met1.png
Drawn at 4 px/um. Supply wires on this layer in grey.
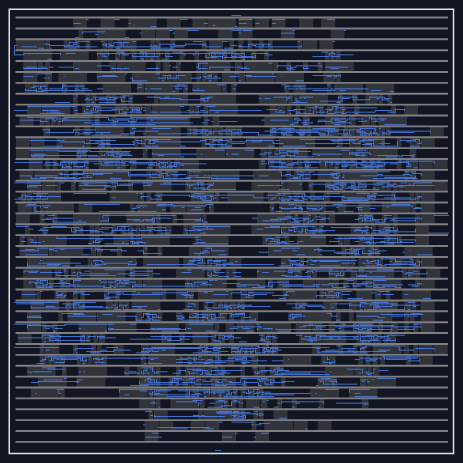
met3.png
Drawn at 4 px/um.
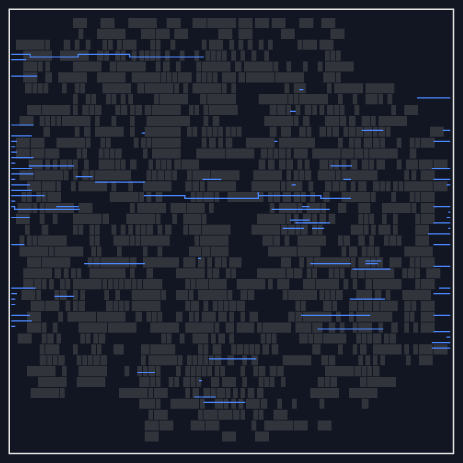
### src/rtl/var_length_bytes2packets.sv
// Byte-to-symbol packer and packet framer with run-time packet length.
// Ports: clock_clk/reset_reset; cfg_symbols_per_packet; asi_in0_* byte sink;
// aso_out0_* symbol source with SOP/EOP and backpressure; stat_packets count.
module var_length_bytes2packets #(
  parameter int MAX_SYMBOLS_PER_PACKET = 16,
  parameter int BYTES_PER_SYMBOL       = 4,
  parameter int BITS_PER_BYTES         = 8,
  parameter bit BIG_ENDIAN             = 1'b1,
  parameter int LEN_W = $clog2(MAX_SYMBOLS_PER_PACKET + 1)
) (
  input  logic                                     clock_clk,
  input  logic                                     reset_reset,
  input  logic [LEN_W-1:0]                         cfg_symbols_per_packet,
  input  logic [BITS_PER_BYTES-1:0]                asi_in0_data,
  input  logic                                     asi_in0_valid,
  output logic                                     asi_in0_ready,
  output logic [BYTES_PER_SYMBOL*BITS_PER_BYTES-1:0] aso_out0_data,
  output logic                                     aso_out0_valid,
  input  logic                                     aso_out0_ready,
  output logic                                     aso_out0_startofpacket,
  output logic                                     aso_out0_endofpacket,
  output logic [31:0]                              stat_packets
);
  localparam int B   = BYTES_PER_SYMBOL;
  localparam int W   = BITS_PER_BYTES;
  localparam int SW  = B * W;
  localparam int BCW = (B > 1) ? $clog2(B) : 1;
  localparam logic [BCW-1:0]   LAST_BYTE = BCW'(B - 1);
  localparam logic [LEN_W-1:0] MAX_LEN   = LEN_W'(MAX_SYMBOLS_PER_PACKET);

  logic [BCW-1:0]   byte_cnt_q, byte_cnt_d;
  logic [LEN_W-1:0] sym_cnt_q, sym_cnt_d;
  logic [LEN_W-1:0] pkt_len_q, pkt_len_d;
  logic [SW-1:0]    asm_q, asm_d;
  logic [SW-1:0]    odata_q, odata_d;
  logic             ovalid_q, ovalid_d;
  logic             osop_q, osop_d;
  logic             oeop_q, oeop_d;
  logic [31:0]      stat_q, stat_d;

  logic             in_rdy, in_fire, out_fire;
  logic             last_byte, first_byte, sym_done, eop_now;
  logic [LEN_W-1:0] cfg_len, cur_len;

  // Control state is implied by the counters: IDLE when both are zero,
  // STALL when the last byte waits on a full unaccepted output, else FILL.
  assign last_byte  = (byte_cnt_q == LAST_BYTE);
  assign first_byte = (byte_cnt_q == '0) && (sym_cnt_q == '0);
  assign in_rdy     = !reset_reset &&
                      (!last_byte || !ovalid_q || aso_out0_ready);
  assign in_fire    = asi_in0_valid && in_rdy;
  assign out_fire   = ovalid_q && aso_out0_ready;
  assign sym_done   = in_fire && last_byte;

  always_comb begin
    cfg_len = cfg_symbols_per_packet;
    if (cfg_symbols_per_packet == '0)
      cfg_len = LEN_W'(1);
    else if (cfg_symbols_per_packet > MAX_LEN)
      cfg_len = MAX_LEN;
  end

  // With one-byte symbols the packet's first byte also ends a symbol,
  // so EOP must see the length being latched on that same edge.
  assign cur_len = first_byte ? cfg_len : pkt_len_q;
  assign eop_now = (sym_cnt_q == cur_len - LEN_W'(1));

  always_comb begin
    byte_cnt_d = byte_cnt_q;
    sym_cnt_d  = sym_cnt_q;
    pkt_len_d  = pkt_len_q;
    asm_d      = asm_q;
    odata_d    = odata_q;
    ovalid_d   = ovalid_q;
    osop_d     = osop_q;
    oeop_d     = oeop_q;
    stat_d     = stat_q;
    if (in_fire) begin
      for (int k = 0; k < B; k++) begin
        if (byte_cnt_q == BCW'(k))
          asm_d[(BIG_ENDIAN ? (B - 1 - k) : k) * W +: W] = asi_in0_data;
      end
      if (first_byte)
        pkt_len_d = cfg_len;
      byte_cnt_d = last_byte ? '0 : byte_cnt_q + BCW'(1);
    end
    if (out_fire) begin
      ovalid_d = 1'b0;
      if (oeop_q)
        stat_d = stat_q + 32'd1;
    end
    if (sym_done) begin
      odata_d   = asm_d;
      ovalid_d  = 1'b1;
      osop_d    = (sym_cnt_q == '0);
      oeop_d    = eop_now;
      sym_cnt_d = eop_now ? '0 : sym_cnt_q + LEN_W'(1);
    end
  end

  always_ff @(posedge clock_clk) begin
    if (reset_reset) begin
      byte_cnt_q <= '0;
      sym_cnt_q  <= '0;
      pkt_len_q  <= '0;
      asm_q      <= '0;
      odata_q    <= '0;
      ovalid_q   <= 1'b0;
      osop_q     <= 1'b0;
      oeop_q     <= 1'b0;
      stat_q     <= '0;
    end else begin
      byte_cnt_q <= byte_cnt_d;
      sym_cnt_q  <= sym_cnt_d;
      pkt_len_q  <= pkt_len_d;
      asm_q      <= asm_d;
      odata_q    <= odata_d;
      ovalid_q   <= ovalid_d;
      osop_q     <= osop_d;
      oeop_q     <= oeop_d;
      stat_q     <= stat_d;
    end
  end

  // Outputs read zero for the whole time reset is held.
  assign asi_in0_ready          = in_rdy;
  assign aso_out0_valid         = ovalid_q && !reset_reset;
  assign aso_out0_data          = reset_reset ? '0 : odata_q;
  assign aso_out0_startofpacket = osop_q && !reset_reset;
  assign aso_out0_endofpacket   = oeop_q && !reset_reset;
  assign stat_packets           = reset_reset ? '0 : stat_q;
endmodule

### config.mk
export PLATFORM = sky130hd
export DESIGN_NAME = var_length_bytes2packets
export DESIGN_NICKNAME = d
export VERILOG_FILES = /design/src/rtl/var_length_bytes2packets.sv
export SDC_FILE = /design/constraint.sdc
export NUM_CORES = 1
export LEC_CHECK = 0
export ABC_AREA = 1
export CORE_UTILIZATION = 45
export DETAILED_ROUTE_END_ITERATION = 7
export PLACE_DENSITY = 0.69
export SKIP_CTS_REPAIR_TIMING = 1
export SYNTH_ARGS = -nofsm -noshare
export SYNTH_HDL_FRONTEND = slang
export SYNTH_SLANG_ARGS = --single-unit
### constraint.sdc
create_clock -name clock_clk -period 6.8 [get_ports clock_clk]
set_input_delay 1.02 -clock clock_clk [delete_from_list [all_inputs] [get_ports clock_clk]]
set_output_delay 1.02 -clock clock_clk [all_outputs]
set_load 0.01 [all_outputs]
==> flow_metrics.tcl <==
# implementation run metrics
set metrics [dict create \
    synth-xor-area-share 0.02306 \
    comb_area_mm2 0.002595 \
    hold_viol_final 0 \
    simple_gate_area_frac 0.3474 \
    period_needed_ps 3734 \
    grt_setup_unrepaired "false" \
    cellLeakagePower_uw 0.002654 \
    grt_pass1_vias 4907 \
    vdd_drop_max_mv 0.1466 \
    clk_pin_slew_ps 70 \
    floorplan.nets 835 \
    r2r_cells 9 \
    cp-end-kind "output port" \
    drcViolationCount 0 \
    pin_count 85 \
    finalNetCount 900 \
    ys_types 34 \
    status "completed" \
    cp-startpoint "reset_reset" \
    worstMarginPinSlew_ps 1006 \
    grt_max_degree 96 \
    totalPowerFinal_uw 1264 \
    numClockSinks 103 \
    antenna_cells 0 \
    ys_chip_area_mm2 0.005316 \
    clock_latency_ps 350 \
    path_class "in -> out" \
    ys.flops 103 \
    fin_util 0.5684 \
    routed_wl_mm 12.52 \
    r2r_slack_ps 4130 \
    yosys_warnings 0 \
    rows 39 \
    ctsRootBufferMaster "clkbuf_16" \
    grt_pass1_wl_mm 21.23 \
    fin_crit_sh 0.5491 \
    grt-ovfl-total 0 \
    cp_slowest_cell "buf_4" \
    track_usage 0.2079 \
    timing.rr.end "sym_cnt_q[3]" \
    hold_end "stat_q[31]" \
    regArea_mm2 0.002062 \
    worst-path-buf-inv 3 \
]
About met1.png:
share of all routed wire: 44%
longest straight run: 36.8 um
nets with wire on the layer: 822

About met3.png:
main direction: horizontal
longest straight run: 18.4 um
share of all routed wire: 3.8%
wire length on this layer: 479 um

-- area by class of cell --
class                      count  area share
timing repair buffer          85      0.1298
sequential                   103      0.3164
tap                          143     0.02745
inverter                     141     0.08121
multi-input combinational    535      0.3982
clock buffer                  11     0.03724
clock inverter                 5    0.009791
-- registers in the layout, summed over array words and instances (netlist names) --
name and cells:
osop_q 1, pkt_len_q 5, asm_q 24, byte_cnt_q 2, odata_q 32, oeop_q 1, ovalid_q 1, stat_q 32
sym_cnt_q 5
-- cell usage after synthesis --
master	instances	area (um^2)
a211oi_1	1	7.510
a21oi_1	23	115.1
a21oi_2	1	8.760
buf_2	5	25.02
buf_6	1	11.26
clkbuf_1	25	93.84
dfxtp_1	103	2062
ha_1	8	100.1
inv_1	134	503.0
inv_2	7	26.28
nand2_1	185	694.4
nand2_2	5	31.28
nand3_1	25	125.1
nand3_2	4	40.04
nand3_4	1	17.52
nand4_1	15	93.84
nand4_2	1	12.51
nor2_1	128	480.5
nor2_2	9	56.30
nor2_4	7	78.83
nor3_1	23	115.1
nor3_2	2	20.02
nor3_4	3	48.80
nor3b_1	1	7.510
nor3b_2	1	12.51
o211ai_1	1	7.510
o21a_1	2	15.01
o21ai_0	61	305.3
o21ai_1	10	50.05
o21ai_2	1	8.760
o31ai_1	1	7.510
or2_0	1	6.260
or2_1	1	6.260
xor2_1	14	122.6
-- worst reg2reg max path: stages, from the launching register on --
cell and delay [ps]:
dfxtp_1 330, ha_1 260, nand3_1 100, nand2_1 90
nor2_4 180, nand2_2 580, inv_1 630, nand4_1 170
xor2_1 180, nor2_1 100
-- kinds of logic (layout without fill, tap and decap cells) --
logic type / count (synthesis) / count (layout)
compound gates: 101 / 101
xor+xnor: 14 / 14
fa+ha+maj: 8 / 8
buf+inv: 172 / 242
flops: 103 / 103
simple gates: 412 / 412
-- stage by stage --
stage / setup WS (ps) / instances / area [um^2]
finish: 3066 / 1023 / 6518
global placement: 2943 / 1007 / 6211
CTS: 3034 / 1023 / 6518
global route: 2898 / 1023 / 6518
floorplan: 3926 / 810 / 5316
detailed placement: 2872 / 1007 / 6211
-- report_power, final --
group	switching (uW)	total [uW]	internal, uW	leakage [uW]
Sequential	4.53	617	613	0.000832
Combinational	76.8	114	37.4	0.00167
Clock	232	533	300	0.000152
Total	314	1260	950	0.00265
-- per-layer routing --
layer / track usage / share of wire / up-vias
met5: 0 / 0 / -
met4: 0.06578 / 0.015 / 0
met3: 0.03445 / 0.038 / 20
li1: - / - / 2619
met1: 0.2440 / 0.44 / 2317
met2: 0.3830 / 0.51 / 104
-- layout by cell type, fill, tap and decap left out, types with 3 or more instances in the layout --
master	count
nand4_1	15
nor2_2	9
nor3_1	23
inv_1	134
o21ai_1	10
nand3_1	25
nor2_1	128
inv_2	7
nand2_1	185
nand2_2	5
clkbuf_16	9
clkdlybuf4s50_1	83
o21ai_0	61
nor2_4	7
xor2_1	14
ha_1	8
nor3_4	3
a21oi_1	23
dfxtp_1	103
nand3_2	4
Power and IR drop assume default switching activity.
